**config.mk**
```make
export PLATFORM = sky130hd
export DESIGN_NAME = h3_sec_scrubber
export DESIGN_NICKNAME = d
export VERILOG_FILES = /design/src/rtl/h3_sec_scrubber.sv
export SDC_FILE = /design/constraint.sdc
export NUM_CORES = 1
export LEC_CHECK = 0
export CAP_MARGIN = 40
export CORE_MARGIN = 4
export CORE_UTILIZATION = 40
export DETAILED_ROUTE_END_ITERATION = 6
export GPL_ROUTABILITY_DRIVEN = 0
export PLACE_DENSITY = 0.79
export SLEW_MARGIN = 20
export SYNTH_ARGS = -nofsm -noshare
export SYNTH_HDL_FRONTEND = slang
export SYNTH_SLANG_ARGS = --single-unit
```
**constraint.sdc**
```tcl
create_clock -name clk -period 1.6 [get_ports clk]
set_input_delay 0.4 -clock clk [delete_from_list [all_inputs] [get_ports clk]]
set_output_delay 0.4 -clock clk [all_outputs]
set_load 0.01 [all_outputs]
```
**src/rtl/h3_sec_scrubber.sv**
```systemverilog
// h3_sec_scrubber
// Sits behind the Hamming SEC corrector. It extracts the K data bits from each
// corrected codeword and streams them out over valid/ready. When the word had
// a corrected single error, it then requests a scrub write-back of the
// corrected codeword to the word's source address. It also keeps a saturating
// count of SEC events for the monitoring registers.
//
// Ports
//   clk, rst              single rising-edge clock, synchronous active-high reset
//   valid_i / ready_o     input handshake for hamming_corrected_i, sec_i, addr_i
//   data_valid_o / data_ready_i / data_o
//                         extracted data stream
//   scrub_req_o / scrub_ack_i / scrub_addr_o / scrub_data_o
//                         scrub write-back request, held until acknowledged
//   count_clr_i           clears the SEC counter and the saturation flag
//   sec_count_o / sec_sat_o
//                         SEC event count and sticky saturation flag
module h3_sec_scrubber #(
  parameter int N      = 15,
  parameter int K      = 11,
  parameter int ADDR_W = 8,
  parameter int CNT_W  = 16
) (
  input  logic              clk,
  input  logic              rst,
  input  logic              valid_i,
  output logic              ready_o,
  input  logic [N-1:0]      hamming_corrected_i,
  input  logic              sec_i,
  input  logic [ADDR_W-1:0] addr_i,
  output logic              data_valid_o,
  input  logic              data_ready_i,
  output logic [K-1:0]      data_o,
  output logic              scrub_req_o,
  input  logic              scrub_ack_i,
  output logic [ADDR_W-1:0] scrub_addr_o,
  output logic [N-1:0]      scrub_data_o,
  input  logic              count_clr_i,
  output logic [CNT_W-1:0]  sec_count_o,
  output logic              sec_sat_o
);

  if (!((N == 15 && K == 11) || (N == 7 && K == 4))) begin : g_bad_params
    $error("h3_sec_scrubber: (N,K) must be (15,11) or (7,4)");
  end

  typedef enum logic [1:0] {S_IDLE, S_OUT, S_SCRUB} state_t;

  localparam logic [CNT_W-1:0] CNT_MAX = '1;

  state_t              state_reg, state_next;
  logic [N-1:0]        cw_reg;
  logic [ADDR_W-1:0]   addr_reg;
  logic                sec_reg;
  logic [CNT_W-1:0]    count_reg;
  logic                sat_reg;
  logic                accept;
  logic                count_inc;
  logic [K-1:0]        data_bits;

  // Hamming position (1-based) of the j-th data bit: the j-th position that
  // is not a power of two.
  function automatic int data_pos(input int j);
    int cnt;
    data_pos = 0;
    cnt      = 0;
    for (int p = 1; p <= N; p++) begin
      if ((p & (p - 1)) != 0) begin
        if (cnt == j) data_pos = p;
        cnt++;
      end
    end
  endfunction

  for (genvar gi = 0; gi < K; gi++) begin : g_extract
    localparam int POS = data_pos(gi);
    assign data_bits[gi] = cw_reg[POS-1];
  end

  // Next-state and handshake outputs. rst forces every output low in the
  // same cycle it is sampled, so nothing is accepted or offered during reset.
  always_comb begin
    state_next   = state_reg;
    ready_o      = 1'b0;
    data_valid_o = 1'b0;
    scrub_req_o  = 1'b0;
    case (state_reg)
      S_IDLE: begin
        ready_o = 1'b1;
        if (valid_i) state_next = S_OUT;
      end
      S_OUT: begin
        data_valid_o = 1'b1;
        if (data_ready_i) begin
          if (!sec_reg) begin
            // Clean word leaving: take the next one in the same cycle.
            ready_o    = 1'b1;
            state_next = valid_i ? S_OUT : S_IDLE;
          end else begin
            state_next = S_SCRUB;
          end
        end
      end
      S_SCRUB: begin
        scrub_req_o = 1'b1;
        if (scrub_ack_i) state_next = S_IDLE;
      end
      default: state_next = S_IDLE;
    endcase
    if (rst) begin
      ready_o      = 1'b0;
      data_valid_o = 1'b0;
      scrub_req_o  = 1'b0;
    end
  end

  assign accept    = valid_i & ready_o;
  assign count_inc = accept & sec_i;

  assign data_o       = data_valid_o ? data_bits : '0;
  assign scrub_addr_o = scrub_req_o ? addr_reg : '0;
  assign scrub_data_o = scrub_req_o ? cw_reg : '0;
  assign sec_count_o  = rst ? '0 : count_reg;
  assign sec_sat_o    = rst ? 1'b0 : sat_reg;

  always_ff @(posedge clk) begin
    if (rst) begin
      state_reg <= S_IDLE;
      cw_reg    <= '0;
      addr_reg  <= '0;
      sec_reg   <= 1'b0;
    end else begin
      state_reg <= state_next;
      if (accept) begin
        cw_reg   <= hamming_corrected_i;
        addr_reg <= addr_i;
        sec_reg  <= sec_i;
      end
    end
  end

  // SEC counter runs independently of the FSM. A clear that coincides with a
  // counted accept keeps that event, so the count restarts at 1.
  always_ff @(posedge clk) begin
    if (rst) begin
      count_reg <= '0;
      sat_reg   <= 1'b0;
    end else if (count_clr_i) begin
      count_reg <= {{(CNT_W-1){1'b0}}, count_inc};
      sat_reg   <= 1'b0;
    end else if (count_inc && count_reg != CNT_MAX) begin
      count_reg <= count_reg + 1'b1;
      if (count_reg == CNT_MAX - 1'b1) sat_reg <= 1'b1;
    end
  end

endmodule

```
**Run 1: met3 routing**

Scale: 6 px per um.
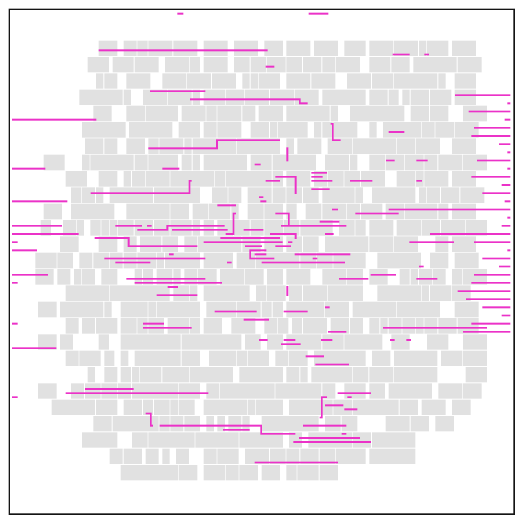
The wires run mostly horizontal. 95 nets have wire on it. The layer carries 758 um of wire. The layer holds 6.8% of the routed length. The longest straight run is 27.8 um.
final wirelength: 11.1 mm
met3 global-route usage: 5.13%
routed vias: 3029

**Run 1: routing congestion**

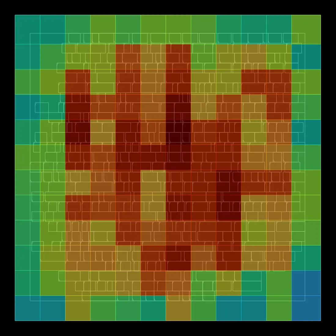
average wire per cell in the routed design: 21.6 um
final core occ: 80.9%

**Run 1: met2 routing**

Scale: 6 px per um.
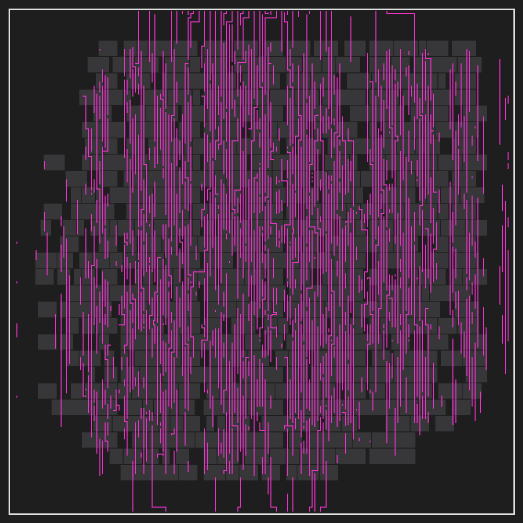
The layer holds 50% of the routed length. The layer carries 5610 um of wire. The wires run mostly vertical. 433 nets have wire on it.

==> Implementation_results.wiki, run 1 <==
=== Synthesis and place and route ===
{| class="wikitable"
! Metric !! Value
|-
| Most frequently placed logic cells in the final layout || sky130_fd_sc_hd__buf_6, sky130_fd_sc_hd__buf_4, sky130_fd_sc_hd__nand2_1
|-
| Post-layout minimum cycle time || slightly above 2000 ps
|-
| H-tree depth || 2
|-
| Category of the worst setup path capture point || output port
|-
| Fraction of post-synthesis cell area in the top cell type by area || 37.4%
|-
| Total I/O pin count || about 84
|-
| Clock slew at the register clock pins of the worst setup and hold paths || 90 ps
|-
| Post-route setup TNS || -18930 ps
|-
| CP Launch Type || register
|-
| Via density per instance || 5.89
|-
| Number of placement rows || 27
|-
| Worst path slowest cell || sky130_fd_sc_hd__dfxtp_2
|-
| Violations in the final reports || setup timing
|-
| Netlist area before placement || between 2000 and 2500 um2
|-
| Sequential cell area || approximately 900 um2
|-
| Relative slew slack || a little under three quarters
|-
| Clock network fraction of design power || 29.0%
|-
| Final Setup Violations || ~77
|-
| Buffer depth of the longest clock path || 2
|-
| I/O Buffers || ~83
|-
| Internal cell power || 1.65 mW
|-
| Total Nets Final || 475
|-
| RSZ-0062 raised after global routing || yes
|-
| Wire length of the first global-routing pass || between 10 and 15 mm
|-
| Number of clock buffers inserted by TritonCTS || 5
|-
| Type of the worst setup path || register to output port
|-
| Max capacitance violation total || 0
|-
| Share of the clock period used by the worst path || 129%
|-
| Synth flops || 43
|-
| Wire length on met3 || around 760 um
|-
| Non-Filler Instances || between 500 and 600
|-
| Area enclosed by the die boundary || around 7000 um2
|-
| Post-synthesis cell type count || about 50
|-
| Most prevalent standard cell on the critical path || sky130_fd_sc_hd__buf_6
|-
| Chip area from the yosys synthesis statistics || around 2300 um2
|-
| Post-CTS Setup Repair Bufs || 18
|-
| HPWL Detailed || between 5 and 6 mm
|-
| Most numerous logic cell after layout || sky130_fd_sc_hd__buf_6
|-
| Number of nets at floorplan || approximately 330
|-
| Leakage component of the power || roughly 1.8 nW
|-
| Met2 routed WL || 5.61 mm
|-
| Worst voltage drop across the vdd grid || approximately 0.4 mV
|-
| Standard cell area after detailed placement || 3520 um2
|-
| Largest fanout on the critical path || 4
|-
| Combinational fraction of design power || a little over a fifth
|-
| Yosys stat cell total || slightly below 300
|-
| Cells after synthesis || ~290
|-
| Critical path data arrival time || between 1500 and 2000 ps
|-
| Tightest Pin Transition || between 400 and 500 ps
|-
| Number of diodes added for antenna fixing || 0
|-
| Synthesis Warnings || 0
|-
| Log Warnings || 30
|-
| Critical path buffer and inverter count || 4
|-
| Area of all placed cells without fillers || roughly 4500 um2
|-
| Power after layout || 2.30 mW
|-
| Sw Pwr || between 0.6 and 0.7 mW
|-
| Class of the tightest hold or removal check || register to register
|-
| Most common flop cell mapped by yosys || sky130_fd_sc_hd__dfxtp_1
|-
| Critical path, cell by cell || nor3b_4 -> buf_2 -> buf_6 -> buf_6 -> and2_4 -> buf_6
|-
| Largest stage delay on the critical path || 390 ps
|-
| Met1 wire length || 4.18 mm
|-
| Flop pwr share || around half
|-
| Height of the die || 83.9 um
|-
| Cell family with most CP delay || simple AND/OR/NAND/NOR gates
|-
| TritonCTS clock tree || done
|-
| Total global routing track utilization || roughly 22%
|-
| Area of the core || 5540 um2
|-
| Most numerous cell types in the synthesized netlist || sky130_fd_sc_hd__nand2_1, sky130_fd_sc_hd__dfxtp_1, sky130_fd_sc_hd__a21oi_1
|-
| Maximum number of pins on one net before global-route repair || 31
|-
| Outcome || finished, violations left
|-
| DRT Pass-1 Iters || 4
|-
| Clock Skews || between 10 and 15 ps
|-
| Root Driver || sky130_fd_sc_hd__clkbuf_8
|-
| Synth Seq Share || around 37%
|-
| Final routed DRC violation total || 0
|-
| Final worst-path setup slack || -464 ps
|-
| Synth Area per Inst || around 7.8 um2
|-
| Peak clock frequency supported by timing || between 0.4 and 0.5 GHz
|-
| Post-Place Cells || 471
|-
| X dimension of the die || between 80 and 90 um
|-
| Number of antenna violations at the first check in global routing || 0
|-
| Number of DRC markers after the initial detailed-route iteration || 203
|}
==> run 1: power groups by stage <==
stage / Clock, mW / Sequential [mW] / Combinational (mW)
floorplan: 0 / 1.14 / 0.133
global placement: 0 / 1.14 / 0.293
detailed placement: 0 / 1.15 / 0.300
CTS: 0.648 / 1.12 / 0.336
global route: 0.696 / 1.14 / 0.518
finish: 0.666 / 1.13 / 0.499
==> run 1: stage by stage <==
step	setup slack, ps	hold WS (ps)
global route	-460	488
CTS	-329	456
global placement	-461	438
floorplan	-18.0	432
detailed placement	-534	445
finish	-464	460
==> run 1: area by class of cell <==
class / instances / share of cell area [%]
Multi-Input combinational cell: 230 / 41.4
Timing Repair Buffer: 159 / 35.1
Sequential cell: 43 / 19.5
Tap cell: 72 / 2.01
Clock buffer: 6 / 1.62
Inverter: 4 / 0.391
==> run 1: kinds of logic (layout without fill, tap and decap cells) <==
family	after synthesis	after routing	share of synthesized area, %
multiplexers	9	9	3.91
adder cells (fa/ha/maj)	2	2	1.09
AND-OR/OR-AND	58	60	16.5
flip-flops	43	43	37.4
AND/OR/NAND/NOR	159	159	36.9
buffers and inverters	23	169	4.29
==> run 1: path summary, 6_finish.rpt <==
| check | startpoint | to | slack [ps] | cells after the start |
|---|---|---|---|---|
| worst min-delay path | addr_reg[4] | addr_reg[4] | 460 | 2 |
| worst min register to register | addr_reg[4] | addr_reg[4] | 460 | 2 |
| worst max-delay path | state_reg[1] | scrub_data_o[14] | -460 | 6 |
| worst max register to register | state_reg[1] | count_reg[12] | -340 | 6 |
==> run 1: per-layer routing <==
layer | global-route usage, % | vias to the layer above
li1 | - | 1324
met1 | 26.1 | 1462
met2 | 39.7 | 186
met3 | 5.13 | 57
met4 | 6.87 | 0
met5 | 0 | -
## Run 2: what changed since run 1
Settings changed: CORE_MARGIN 4 to 2.
==> run 2 against run 1 <==
  * The flow still finishes with violations (setup timing)
  * Wire length shrank 22%
  * Sequential power barely moved
  * Worst setup slack improved by 160 ps
  * Via count fell by 9.5%
  * Synthesized cell count is the same
  * First-iteration DRC count fell by 48%
  * Fmax rose by 8.1%
  * Highest routed layer unchanged
  * Cell count is 2.1% lower
  * Non-clock buffer count fell by 12
  * Critical path depth is the same
  * Sequential share of layout area rose by 1.5 points
  * Worst hold slack gained 4.9 ps
==> Implementation_results.wiki, run 2 <==
=== Synthesis and place and route ===
{| class="wikitable"
! Metric !! Value
|-
| Number of diodes added for antenna fixing || 0
|-
| Final wirelength || 8.71 mm
|-
| Violations in the final reports || setup timing
|-
| Number of clock buffers inserted by TritonCTS || 5
|-
| RSZ-0062 raised after global routing || yes
|-
| Worst hold path depth || 2
|-
| Max FFs per register || 16
|-
| Final core occ || approximately three quarters
|-
| Power after layout || 2.53 mW
|-
| Most numerous cell types in the synthesized netlist || sky130_fd_sc_hd__nand2_1, sky130_fd_sc_hd__dfxtp_1, sky130_fd_sc_hd__a21oi_1
|-
| I/O Buffers || between 80 and 90
|-
| Max capacitance violation total || 0
|-
| Post-layout minimum cycle time || around 1900 ps
|-
| Netlist area before placement || between 2000 and 2500 um2
|-
| Number of placement rows || 27
|-
| Required time at the worst-slack endpoint || 1200 ps
|-
| Quantity of hold-fixing buffers added after cts || 0
|-
| CTS Sinks || between 40 and 50
|-
| Area enclosed by the die boundary || 6380 um2
|-
| Floorplan-stage core utilization || 41.6%
|-
| Synthesis Warnings || 0
|-
| Worst hold-check slack || between 400 and 500 ps
|-
| DRT Pass-1 Iters || 4
|-
| Outcome || finished, violations left
|-
| Final Hold Fails || 0
|-
| Height of the die || 79.9 um
|-
| Non-Filler Instances || approximately 500
|-
| Buffer depth of the longest clock path || 2
|-
| Critical path buffer and inverter count || 4
|-
| Number of cells on the critical path || 6
|-
| Post-synthesis cell type count || ~51
|-
| Critical path data arrival time || between 1500 and 2000 ps
|-
| Later-pin clock latency in the skew report || roughly 310 ps
|-
| Most common flop cell mapped by yosys || sky130_fd_sc_hd__dfxtp_1
|-
| Area of the core || around 5500 um2
|-
| Type of the worst setup path || register to output port
|-
| Total Nets Final || between 400 and 500
|-
| Pre-CTS setup slack || -569 ps
|-
| Synth Area per Inst || a little under 8 um2
|-
| Area added between synthesis and finish || 80.6%
|-
| Worst reg2reg path depth || 6
|-
| Wire length of the first global-routing pass || between 10 and 15 mm
|-
| Post-Place Cells || around 470
|-
| Worst path slowest cell || sky130_fd_sc_hd__dfxtp_4
|-
| Share of final-layout standard cells stronger than drive strength 1 || between 40% and 50%
|-
| Routed vias || between 2k and 3k
|-
| Post-synth ARST share || 0%
|-
| Number of nets at floorplan || ~330
|-
| Count of filler cells inserted in the layout || about 370
|-
| Area of combinational cells with multiple inputs || around 1700 um2
|-
| Cell family with most CP delay || buffers and inverters
|-
| Class of the tightest hold or removal check || register to register
|-
| Number of antenna violations at the first check in global routing || 0
|-
| Total global routing track utilization || between 20% and 30%
|-
| Chip area from the yosys synthesis statistics || approximately 2300 um2
|-
| Cells after synthesis || 294
|-
| Number of flops mapped to enable cells by yosys || 0
|-
| H-tree depth || 2
|-
| Number of routed nets with antenna violations || 0
|-
| Via density per instance || between 5 and 6
|-
| Worst voltage drop across the vdd grid || about 0.69 mV
|-
| Maximum number of pins on one net before global-route repair || 31
|-
| Yosys stat cell total || around 290
|-
| Peak clock frequency supported by timing || 0.524 GHz
|-
| Log Warnings || 30
|-
| Number of DRC markers after the initial detailed-route iteration || ~110
|-
| Sequential cell area || 873 um2
|-
| Relative slew slack || 73.6%
|-
| Final Setup Violations || about 40
|-
| Tightest Pin Transition || approximately 400 ps
|-
| Final routed DRC violation total || 0
|-
| HPWL Detailed || around 4.9 mm
|-
| Post-route setup TNS || -7580 ps
|-
| Largest stage delay on the critical path || 370 ps
|-
| Most used standard cell by instance count after synthesis || sky130_fd_sc_hd__nand2_1
|-
| Critical path, cell by cell || nor3b_4 -> buf_2 -> buf_6 -> buf_6 -> and2_4 -> buf_6
|-
| CP Launch Type || register
|-
| Overflow after GRT || 0
|-
| Total I/O pin count || ~84
|-
| Final worst-path setup slack || -308 ps
|-
| Fraction of post-synthesis cell area in the top cell type by area || a little under two fifths
|-
| Clock Skews || slightly below 7 ps
|-
| Category of the worst setup path capture point || output port
|-
| Power density over cell area || 609 nW/um2
|-
| Standard cell area after detailed placement || ~3500 um2
|-
| Largest fanout on the critical path || 3
|-
| Average wire per cell in the routed design || roughly 17 um
|-
| Synth flops || around 43
|-
| Cell accounting for the most synthesized area || sky130_fd_sc_hd__dfxtp_1
|-
| X dimension of the die || between 70 and 80 um
|-
| Root Driver || sky130_fd_sc_hd__clkbuf_8
|-
| TritonCTS clock tree || done
|-
| Synth Seq Share || 37.4%
|-
| Most numerous logic cell after layout || sky130_fd_sc_hd__nand2_1
|-
| Area of all placed cells without fillers || between 4000 and 5000 um2
|-
| Most frequently placed logic cells in the final layout || sky130_fd_sc_hd__nand2_1, sky130_fd_sc_hd__buf_6, sky130_fd_sc_hd__buf_4
|-
| Number of global-route vias before repair || 2537
|-
| Share of the clock period used by the worst path || 119%
|-
| Slew Viols, Final || 0
|-
| Most prevalent standard cell on the critical path || sky130_fd_sc_hd__buf_6
|-
| Clock slew at the register clock pins of the worst setup and hold paths || 80 ps
|-
| Leakage component of the power || approximately 1.7 nW
|}
-- run 2: layout make-up --
class	count	share of cell area [%]
clock buffer	6	1.74
multi-input combinational	229	40.4
inverter	4	0.361
tap	72	2.16
sequential	43	21.0
clock inverter	2	1.44
timing repair buffer	147	32.9
-- run 2: metal layers --
layer  part of all wire (%)  vias to the layer above  track usage, %
met4                    2.8                        0            6.10
met3                    6.4                       24            4.41
met1                     40                     1302            29.6
met5                      0                        -               0
li1                       -                     1299               -
met2                     51                      115            41.8
-- run 2: kinds of logic after synthesis --
group	Yosys count	share of synthesized area, %
compound gates	58	16.5
fa+ha+maj	2	1.09
buf+inv	23	4.29
flops	43	37.4
mux	9	3.91
simple gates	159	36.9
-- run 2: where the power goes --
part	switching [mW]	total (mW)	internal, mW
Clock	0.406	1.03	0.624
Sequential	0.0232	1.13	1.10
Combinational	0.184	0.380	0.195
Total	0.613	2.53	1.92
-- run 2: tightest hold or removal path, cell delays in order (launching register included) --
cell	delay [ps]
sky130_fd_sc_hd__dfxtp_1	320
sky130_fd_sc_hd__nand2_1	50
sky130_fd_sc_hd__a21oi_1	50
-- run 2: timing repair --
action,4_1_cts,5_1_grt
setup endpoints to repair,92,92
gates resized,248,63
cloned,5,1
buffers inserted,17,6
pin swaps,41,8
-- run 2: final timing paths --
| path | endpoint | slack [ps] | startpoint |
|---|---|---|---|
| max | scrub_data_o[14] | -310 | state_reg[0] |
| min | addr_reg[1] | 460 | addr_reg[1] |
| max reg2reg | count_reg[6] | -80 | state_reg[1] |
| min reg2reg | addr_reg[1] | 460 | addr_reg[1] |
**Run 2: pin map**

Scale: 6 px per um. Pins as bars across the die edge, other pins in gray.
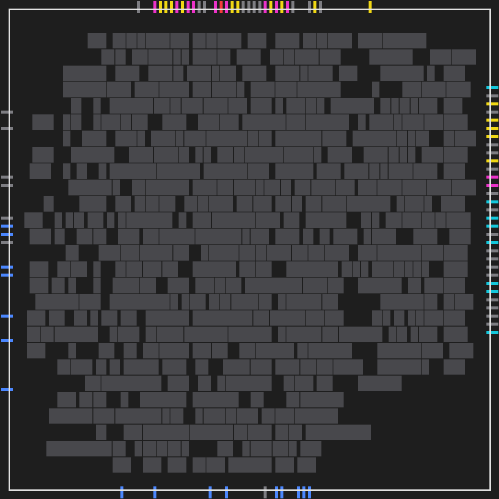
Key: `sec_count_o` = blue [pins 16, direction output, edge 9 bottom, 7 left]; `scrub_data_o` = yellow [pins 15, direction output, edge 10 top, 5 right]; `addr_i` = cyan [pins 8, direction input, edge right]; `ready_o` = red [pins 1, direction output, edge top]; `data_o` = magenta [pins 11, direction output, edge 9 top, 2 right]
All pins by edge: 31 right, 30 top, 13 left, 10 bottom.

**Run 2: signal metal coverage by tile**

Scale: 4 px per um. 16 x 16 tiles, from dark blue (low) to red (high), scaled to the fullest tile. Values are wire area over tile area, all layers added.
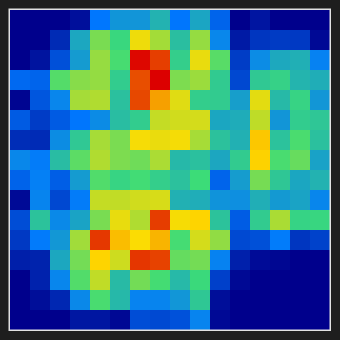
30% of the tiles are over half the peak. 14% of the tiles are nearly empty. The mean over all tiles is 0.22. The fullest tile reaches 0.61. The emptiest ninth of the die: bottom right.

Power and IR drop assume default switching activity.
